<file path="config.mk">
export PLATFORM = sky130hd
export DESIGN_NAME = fma_issue_ctrl_flat
export DESIGN_NICKNAME = d
export VERILOG_FILES = /design/src/rtl/fpfma_pkg.sv /design/src/rtl/fma_issue_ctrl_if.sv /design/src/rtl/fma_result_fifo.sv /design/src/rtl/fma_issue_ctrl.sv /design/src/flat_wrapper.sv
export SDC_FILE = /design/constraint.sdc
export NUM_CORES = 1
export LEC_CHECK = 0
export CAP_MARGIN = 25
export CORE_MARGIN = 1.5
export CORE_UTILIZATION = 68
export DETAILED_ROUTE_END_ITERATION = 16
export DONT_BUFFER_PORTS = 1
export HOLD_SLACK_MARGIN = 0.06
export PLACE_DENSITY = 0.93
export SLEW_MARGIN = 20
export SYNTH_ARGS = -nofsm -noshare
export SYNTH_HDL_FRONTEND = slang
export SYNTH_SLANG_ARGS = --single-unit
</file>
<file path="constraint.sdc">
create_clock -name clk -period 13.15 [get_ports clk]
set_clock_uncertainty 0.2 [all_clocks]
set_input_delay 2.63 -clock clk [delete_from_list [all_inputs] [get_ports clk]]
set_output_delay 2.63 -clock clk [all_outputs]
set_load 0.05 [all_outputs]
</file>
<file path="src/rtl/fpfma_pkg.sv">
// Shared fpfma constants: float format defaults, special codes, rounding modes
// and result-status bit positions.
package fpfma_pkg;

    localparam int unsigned FP_WIDTH     = 32;
    localparam int unsigned FP_EXP_WIDTH = 8;
    localparam int unsigned FP_SIG_WIDTH = 23;

    localparam logic [31:0] code_NaN  = 32'h7FC0_0000;
    localparam logic [31:0] code_PINF = 32'h7F80_0000;
    localparam logic [31:0] code_NINF = 32'hFF80_0000;

    // 2'b11 also rounds to nearest-even; the datapath receives it unchanged.
    typedef enum logic [1:0] {
        RND_ZERO = 2'b00,
        RND_NEAR = 2'b01,
        RND_RNE  = 2'b10
    } rnd_mode_e;

    localparam int unsigned ST_WIDTH = 4;
    localparam int unsigned ST_NAN   = 3;
    localparam int unsigned ST_INF   = 2;
    localparam int unsigned ST_ZERO  = 1;
    localparam int unsigned ST_SUB   = 0;

endpackage

</file>
<file path="src/rtl/fma_issue_ctrl_if.sv">
// Operand/result valid-ready streams of fma_issue_ctrl.
// Carries out_status only when FMA_ISSUE_STATUS_EN is defined.
interface fma_issue_ctrl_if #(
    parameter int unsigned WIDTH     = 32,
    parameter int unsigned TAG_WIDTH = 4
);
    logic                 in_valid;
    logic                 in_ready;
    logic [WIDTH-1:0]     in_a;
    logic [WIDTH-1:0]     in_b;
    logic [WIDTH-1:0]     in_c;
    logic [1:0]           in_rnd;
    logic [TAG_WIDTH-1:0] in_tag;

    logic                 out_valid;
    logic                 out_ready;
    logic [WIDTH-1:0]     out_result;
    logic [TAG_WIDTH-1:0] out_tag;

`ifdef FMA_ISSUE_STATUS_EN
    logic [3:0]           out_status;

    modport master (
        output in_valid, in_a, in_b, in_c, in_rnd, in_tag, out_ready,
        input  in_ready, out_valid, out_result, out_tag, out_status
    );
    modport slave (
        input  in_valid, in_a, in_b, in_c, in_rnd, in_tag, out_ready,
        output in_ready, out_valid, out_result, out_tag, out_status
    );
`else
    modport master (
        output in_valid, in_a, in_b, in_c, in_rnd, in_tag, out_ready,
        input  in_ready, out_valid, out_result, out_tag
    );
    modport slave (
        input  in_valid, in_a, in_b, in_c, in_rnd, in_tag, out_ready,
        output in_ready, out_valid, out_result, out_tag
    );
`endif

endinterface

</file>
<file path="src/rtl/fma_result_fifo.sv">
// Small in-order result FIFO; wrap-bit pointers give full/empty, and a push
// into a full FIFO is taken only alongside a pop.
module fma_result_fifo #(
    parameter int unsigned DW    = 36,
    parameter int unsigned DEPTH = 2
) (
    input  logic          clk,
    input  logic          rst,
    input  logic          push,
    input  logic [DW-1:0] wr_data,
    input  logic          pop,
    output logic [DW-1:0] rd_data,
    output logic          full,
    output logic          empty
);

    localparam int unsigned AW = $clog2(DEPTH);

    logic [AW:0]   wr_ptr_q, wr_ptr_d;
    logic [AW:0]   rd_ptr_q, rd_ptr_d;
    logic [DW-1:0] mem_q [DEPTH];
    logic [DW-1:0] mem_d [DEPTH];
    logic          do_push, do_pop;

    always_comb begin
        empty   = (wr_ptr_q == rd_ptr_q);
        full    = (wr_ptr_q[AW] != rd_ptr_q[AW]) &&
                  (wr_ptr_q[AW-1:0] == rd_ptr_q[AW-1:0]);
        do_pop  = pop & ~empty;
        do_push = push & (~full | do_pop);
        rd_data = mem_q[rd_ptr_q[AW-1:0]];

        mem_d    = mem_q;
        wr_ptr_d = wr_ptr_q;
        rd_ptr_d = rd_ptr_q;
        if (do_push) begin
            mem_d[wr_ptr_q[AW-1:0]] = wr_data;
            wr_ptr_d = wr_ptr_q + 1'b1;
        end
        if (do_pop) begin
            rd_ptr_d = rd_ptr_q + 1'b1;
        end
    end

    always_ff @(posedge clk or posedge rst) begin
        if (rst) begin
            wr_ptr_q <= '0;
            rd_ptr_q <= '0;
            for (int unsigned i = 0; i < DEPTH; i++) begin
                mem_q[i] <= '0;
            end
        end else begin
            wr_ptr_q <= wr_ptr_d;
            rd_ptr_q <= rd_ptr_d;
            mem_q    <= mem_d;
        end
    end

endmodule

</file>
<file path="src/rtl/fma_issue_ctrl.sv">
// Clocked issue/return wrapper around the combinational fpfma datapath.
// Define FMA_ISSUE_STATUS_EN to return per-result {nan, inf, zero, subnormal}.
module fma_issue_ctrl
    import fpfma_pkg::*;
#(
    parameter int unsigned WIDTH      = FP_WIDTH,
    parameter int unsigned EXP_WIDTH  = FP_EXP_WIDTH,
    parameter int unsigned SIG_WIDTH  = FP_SIG_WIDTH,
    parameter int unsigned TAG_WIDTH  = 4,
    parameter int unsigned FIFO_DEPTH = 2
) (
    input  logic                               clk,
    input  logic                               rst,
    fma_issue_ctrl_if.slave                    io,
    output logic [WIDTH-1:0]                   fma_a,
    output logic [WIDTH-1:0]                   fma_b,
    output logic [WIDTH-1:0]                   fma_c,
    output logic [1:0]                         fma_rnd,
    input  logic [WIDTH-1:0]                   fma_result,
    output logic                               busy,
    output logic [$clog2(FIFO_DEPTH+2)-1:0]    inflight
);

    localparam int unsigned CW = $clog2(FIFO_DEPTH + 2);
`ifdef FMA_ISSUE_STATUS_EN
    localparam int unsigned EW = ST_WIDTH + WIDTH + TAG_WIDTH;
`else
    localparam int unsigned EW = WIDTH + TAG_WIDTH;
`endif

    logic                 s1_valid_q, s1_valid_d;
    logic [TAG_WIDTH-1:0] s1_tag_q, s1_tag_d;
    logic [WIDTH-1:0]     fma_a_q, fma_a_d;
    logic [WIDTH-1:0]     fma_b_q, fma_b_d;
    logic [WIDTH-1:0]     fma_c_q, fma_c_d;
    logic [1:0]           fma_rnd_q, fma_rnd_d;
    logic [CW-1:0]        inflight_q, inflight_d;

    logic                 fifo_full, fifo_empty, fifo_push, fifo_pop;
    logic                 s1_advance, in_ready, accept;
    logic [EW-1:0]        fifo_wr_data, fifo_rd_data;

    always_comb begin
        fifo_pop   = ~fifo_empty & io.out_ready;
        s1_advance = s1_valid_q & (~fifo_full | fifo_pop);
        fifo_push  = s1_advance;
        in_ready   = ~s1_valid_q | s1_advance;
        accept     = io.in_valid & in_ready;

        s1_valid_d = accept | (s1_valid_q & ~s1_advance);
        s1_tag_d   = s1_tag_q;
        fma_a_d    = fma_a_q;
        fma_b_d    = fma_b_q;
        fma_c_d    = fma_c_q;
        fma_rnd_d  = fma_rnd_q;
        // Operand pins keep their last value once S1 drains.
        if (accept) begin
            s1_tag_d  = io.in_tag;
            fma_a_d   = io.in_a;
            fma_b_d   = io.in_b;
            fma_c_d   = io.in_c;
            fma_rnd_d = io.in_rnd;
        end
        inflight_d = inflight_q + CW'(accept) - CW'(fifo_pop);
    end

`ifdef FMA_ISSUE_STATUS_EN
    logic [ST_WIDTH-1:0] wr_status;
    logic                exp_ones, exp_zero, frac_zero;

    always_comb begin
        exp_ones  = &fma_result[SIG_WIDTH +: EXP_WIDTH];
        exp_zero  = ~|fma_result[SIG_WIDTH +: EXP_WIDTH];
        frac_zero = ~|fma_result[SIG_WIDTH-1:0];
        wr_status          = '0;
        wr_status[ST_NAN]  = exp_ones & ~frac_zero;
        wr_status[ST_INF]  = exp_ones & frac_zero;
        wr_status[ST_ZERO] = exp_zero & frac_zero;
        wr_status[ST_SUB]  = exp_zero & ~frac_zero;
        fifo_wr_data       = {wr_status, fma_result, s1_tag_q};
    end

    assign io.out_status = fifo_rd_data[EW-1 -: ST_WIDTH];
`else
    assign fifo_wr_data = {fma_result, s1_tag_q};
`endif

    fma_result_fifo #(
        .DW    (EW),
        .DEPTH (FIFO_DEPTH)
    ) u_fifo (
        .clk     (clk),
        .rst     (rst),
        .push    (fifo_push),
        .wr_data (fifo_wr_data),
        .pop     (fifo_pop),
        .rd_data (fifo_rd_data),
        .full    (fifo_full),
        .empty   (fifo_empty)
    );

    always_ff @(posedge clk or posedge rst) begin
        if (rst) begin
            s1_valid_q <= 1'b0;
            s1_tag_q   <= '0;
            fma_a_q    <= '0;
            fma_b_q    <= '0;
            fma_c_q    <= '0;
            fma_rnd_q  <= '0;
            inflight_q <= '0;
        end else begin
            s1_valid_q <= s1_valid_d;
            s1_tag_q   <= s1_tag_d;
            fma_a_q    <= fma_a_d;
            fma_b_q    <= fma_b_d;
            fma_c_q    <= fma_c_d;
            fma_rnd_q  <= fma_rnd_d;
            inflight_q <= inflight_d;
        end
    end

    assign io.in_ready   = in_ready;
    assign io.out_valid  = ~fifo_empty;
    assign io.out_result = fifo_rd_data[TAG_WIDTH +: WIDTH];
    assign io.out_tag    = fifo_rd_data[TAG_WIDTH-1:0];
    assign fma_a         = fma_a_q;
    assign fma_b         = fma_b_q;
    assign fma_c         = fma_c_q;
    assign fma_rnd       = fma_rnd_q;
    assign inflight      = inflight_q;
    assign busy          = (inflight_q != '0);

endmodule

</file>
<file path="src/flat_wrapper.sv">
// flat-port wrapper written by rule: the top's interface ports become plain ports
module fma_issue_ctrl_flat import fpfma_pkg::*;
#(
    parameter int unsigned WIDTH      = FP_WIDTH,
    parameter int unsigned EXP_WIDTH  = FP_EXP_WIDTH,
    parameter int unsigned SIG_WIDTH  = FP_SIG_WIDTH,
    parameter int unsigned TAG_WIDTH  = 4,
    parameter int unsigned FIFO_DEPTH = 2
)
  (clk, rst, fma_a, fma_b, fma_c, fma_rnd, fma_result, busy, inflight, io_in_valid, io_in_a, io_in_b, io_in_c, io_in_rnd, io_in_tag, io_out_ready, io_in_ready, io_out_valid, io_out_result, io_out_tag);
  fma_issue_ctrl_if #(.WIDTH(WIDTH), .TAG_WIDTH(TAG_WIDTH)) io_i ();
  input  logic clk;
  input  logic rst;
  output logic [WIDTH-1:0] fma_a;
  output logic [WIDTH-1:0] fma_b;
  output logic [WIDTH-1:0] fma_c;
  output logic [1:0] fma_rnd;
  input  logic [WIDTH-1:0] fma_result;
  output logic busy;
  output logic [$clog2(FIFO_DEPTH+2)-1:0] inflight;
  input wire logic [$bits(io_i.in_valid)-1:0] io_in_valid;
  input wire logic [$bits(io_i.in_a)-1:0] io_in_a;
  input wire logic [$bits(io_i.in_b)-1:0] io_in_b;
  input wire logic [$bits(io_i.in_c)-1:0] io_in_c;
  input wire logic [$bits(io_i.in_rnd)-1:0] io_in_rnd;
  input wire logic [$bits(io_i.in_tag)-1:0] io_in_tag;
  input wire logic [$bits(io_i.out_ready)-1:0] io_out_ready;
  output wire logic [$bits(io_i.in_ready)-1:0] io_in_ready;
  output wire logic [$bits(io_i.out_valid)-1:0] io_out_valid;
  output wire logic [$bits(io_i.out_result)-1:0] io_out_result;
  output wire logic [$bits(io_i.out_tag)-1:0] io_out_tag;
  assign io_i.in_valid = io_in_valid;
  assign io_i.in_a = io_in_a;
  assign io_i.in_b = io_in_b;
  assign io_i.in_c = io_in_c;
  assign io_i.in_rnd = io_in_rnd;
  assign io_i.in_tag = io_in_tag;
  assign io_i.out_ready = io_out_ready;
  assign io_in_ready = io_i.in_ready;
  assign io_out_valid = io_i.out_valid;
  assign io_out_result = io_i.out_result;
  assign io_out_tag = io_i.out_tag;
  fma_issue_ctrl #(.WIDTH(WIDTH), .EXP_WIDTH(EXP_WIDTH), .SIG_WIDTH(SIG_WIDTH), .TAG_WIDTH(TAG_WIDTH), .FIFO_DEPTH(FIFO_DEPTH)) u_core (.clk(clk), .rst(rst), .io(io_i), .fma_a(fma_a), .fma_b(fma_b), .fma_c(fma_c), .fma_rnd(fma_rnd), .fma_result(fma_result), .busy(busy), .inflight(inflight));
endmodule
</file>
final_congestion.png
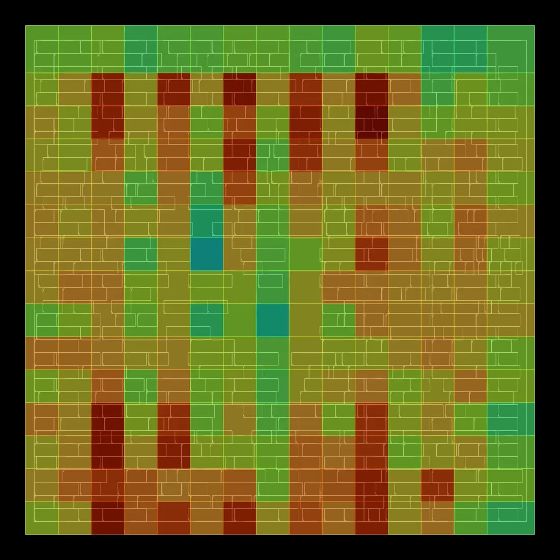
met1 Usage GRT: 30.1%
GRT Total Usage: 26.7%
met2 Use GR: 43.6%
post-layout util: 77.1%

met3.png
Drawn at 4 px/µm. Cells faint in the background.
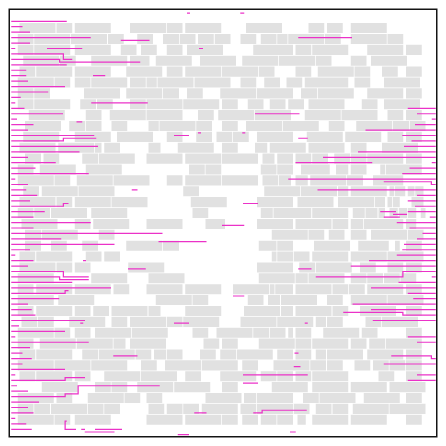
wire length on this layer: 1430 µm
main direction: horizontal
share of all routed wire: 9.5%
GR Util met3: 10.8%
Vias: 3706
total wire length: 15.0 mm

==> run summary <==
flow finished, numbers: status=complete, no violations, core area=0.0104 mm², Synth Warn #=0, clock buffer count=18, Worst Path Arrival=3.32 ns, Setup CP Type=primary input to output pin, cts bufs inserted=17, IO buf count=0, final hold vios=0, critical path peak fanout=5, Largest cell class=flip-flops and latches, ClkCell Share=just over 7%, die height=107 µm, Synth area leader=dfrtp_1, Avg Cell Area, Syn=16.4 µm², Starting DRT DRC Count=184, Flop Count=181, fin area=0.00800 mm², Max-slew headroom=39.5%, MI comb area=~0.0026 mm², first-pass GRT wire length=22.1 mm, buffer share of cell area=1.06%, CTS tree=yes, largest net degree at the start of global routing=105, DR vias/cell=6.14, inverters=6, bufs w/o clock=7, CP required=10.32 ns, final setup fails=0, DR DRC count=0, count of multi-input gates=236, Hold-fix buffers, CTS=0, Mapped Area=0.00729 mm², CP Cell Sequence=inv_1, nand4_1, placed inst area=0.00737 mm², n_taps=136, syn_nets=just under 600
met2.png
Drawn at 4 px/µm. Cells faint in the background.
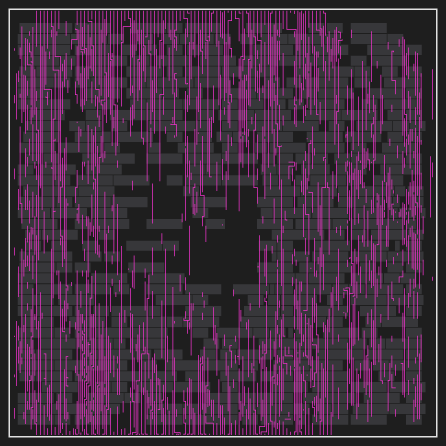
nets with wire on the layer: 566
main direction: vertical
longest straight run: 46.4 µm

==> cells in the final DEF, fill, tap and decap left out, drive strengths merged <==
master      n
mux2      210
o41ai       1
xnor2       5
nand4       2
a21oi       1
nand2b      1
a31oi       1
xor2        4
inv        13
nand3       1
clkbuf     18
bufinv      1
nand2       3
dfrtp     181
or2         1
clkinv      3
o21ai       1
clkinvlp    3
nor2b       1
buf         7
o211ai      1
diode       6
o31ai       1
ha          2
==> final timing paths <==
path / cells past startpoint / end / slack (ns) / startpoint
setup / recovery: 2 / io_in_ready / 7.00 / io_out_ready
hold / removal: 1 / u_core.u_fifo.mem_q[60] / 0.29 / u_core.u_fifo.mem_q[60]
setup reg to reg: 9 / u_core.inflight[1] / 9.75 / u_core.u_fifo.rd_ptr_q[0]
hold reg to reg: 1 / u_core.u_fifo.mem_q[60] / 0.29 / u_core.u_fifo.mem_q[60]
max in group asynchronous: 3 / u_core.u_fifo.rd_ptr_q[0] / 9.53 / rst
min in group asynchronous: 1 / u_core.fma_b[13] / 1.96 / rst
==> registers in the layout, indices dropped and copies added, names as in the netlist <==
name                    count
u_core.fma_a               32
u_core.fma_c               32
u_core.u_fifo.mem_q        72
u_core.inflight             2
u_core.s1_valid_q           1
u_core.u_fifo.rd_ptr_q      2
u_core.fma_rnd              2
u_core.s1_tag_q             4
u_core.fma_b               32
u_core.u_fifo.wr_ptr_q      2
==> cell families after synthesis <==
group / after synthesis / share of synthesized area (%)
xor+xnor: 9 / 1.08
fa+ha+maj: 2 / 0.343
mux: 210 / 32.5
compound gates: 6 / 0.927
buf+inv: 28 / 2.39
simple gates: 9 / 0.653
flops: 181 / 62.2
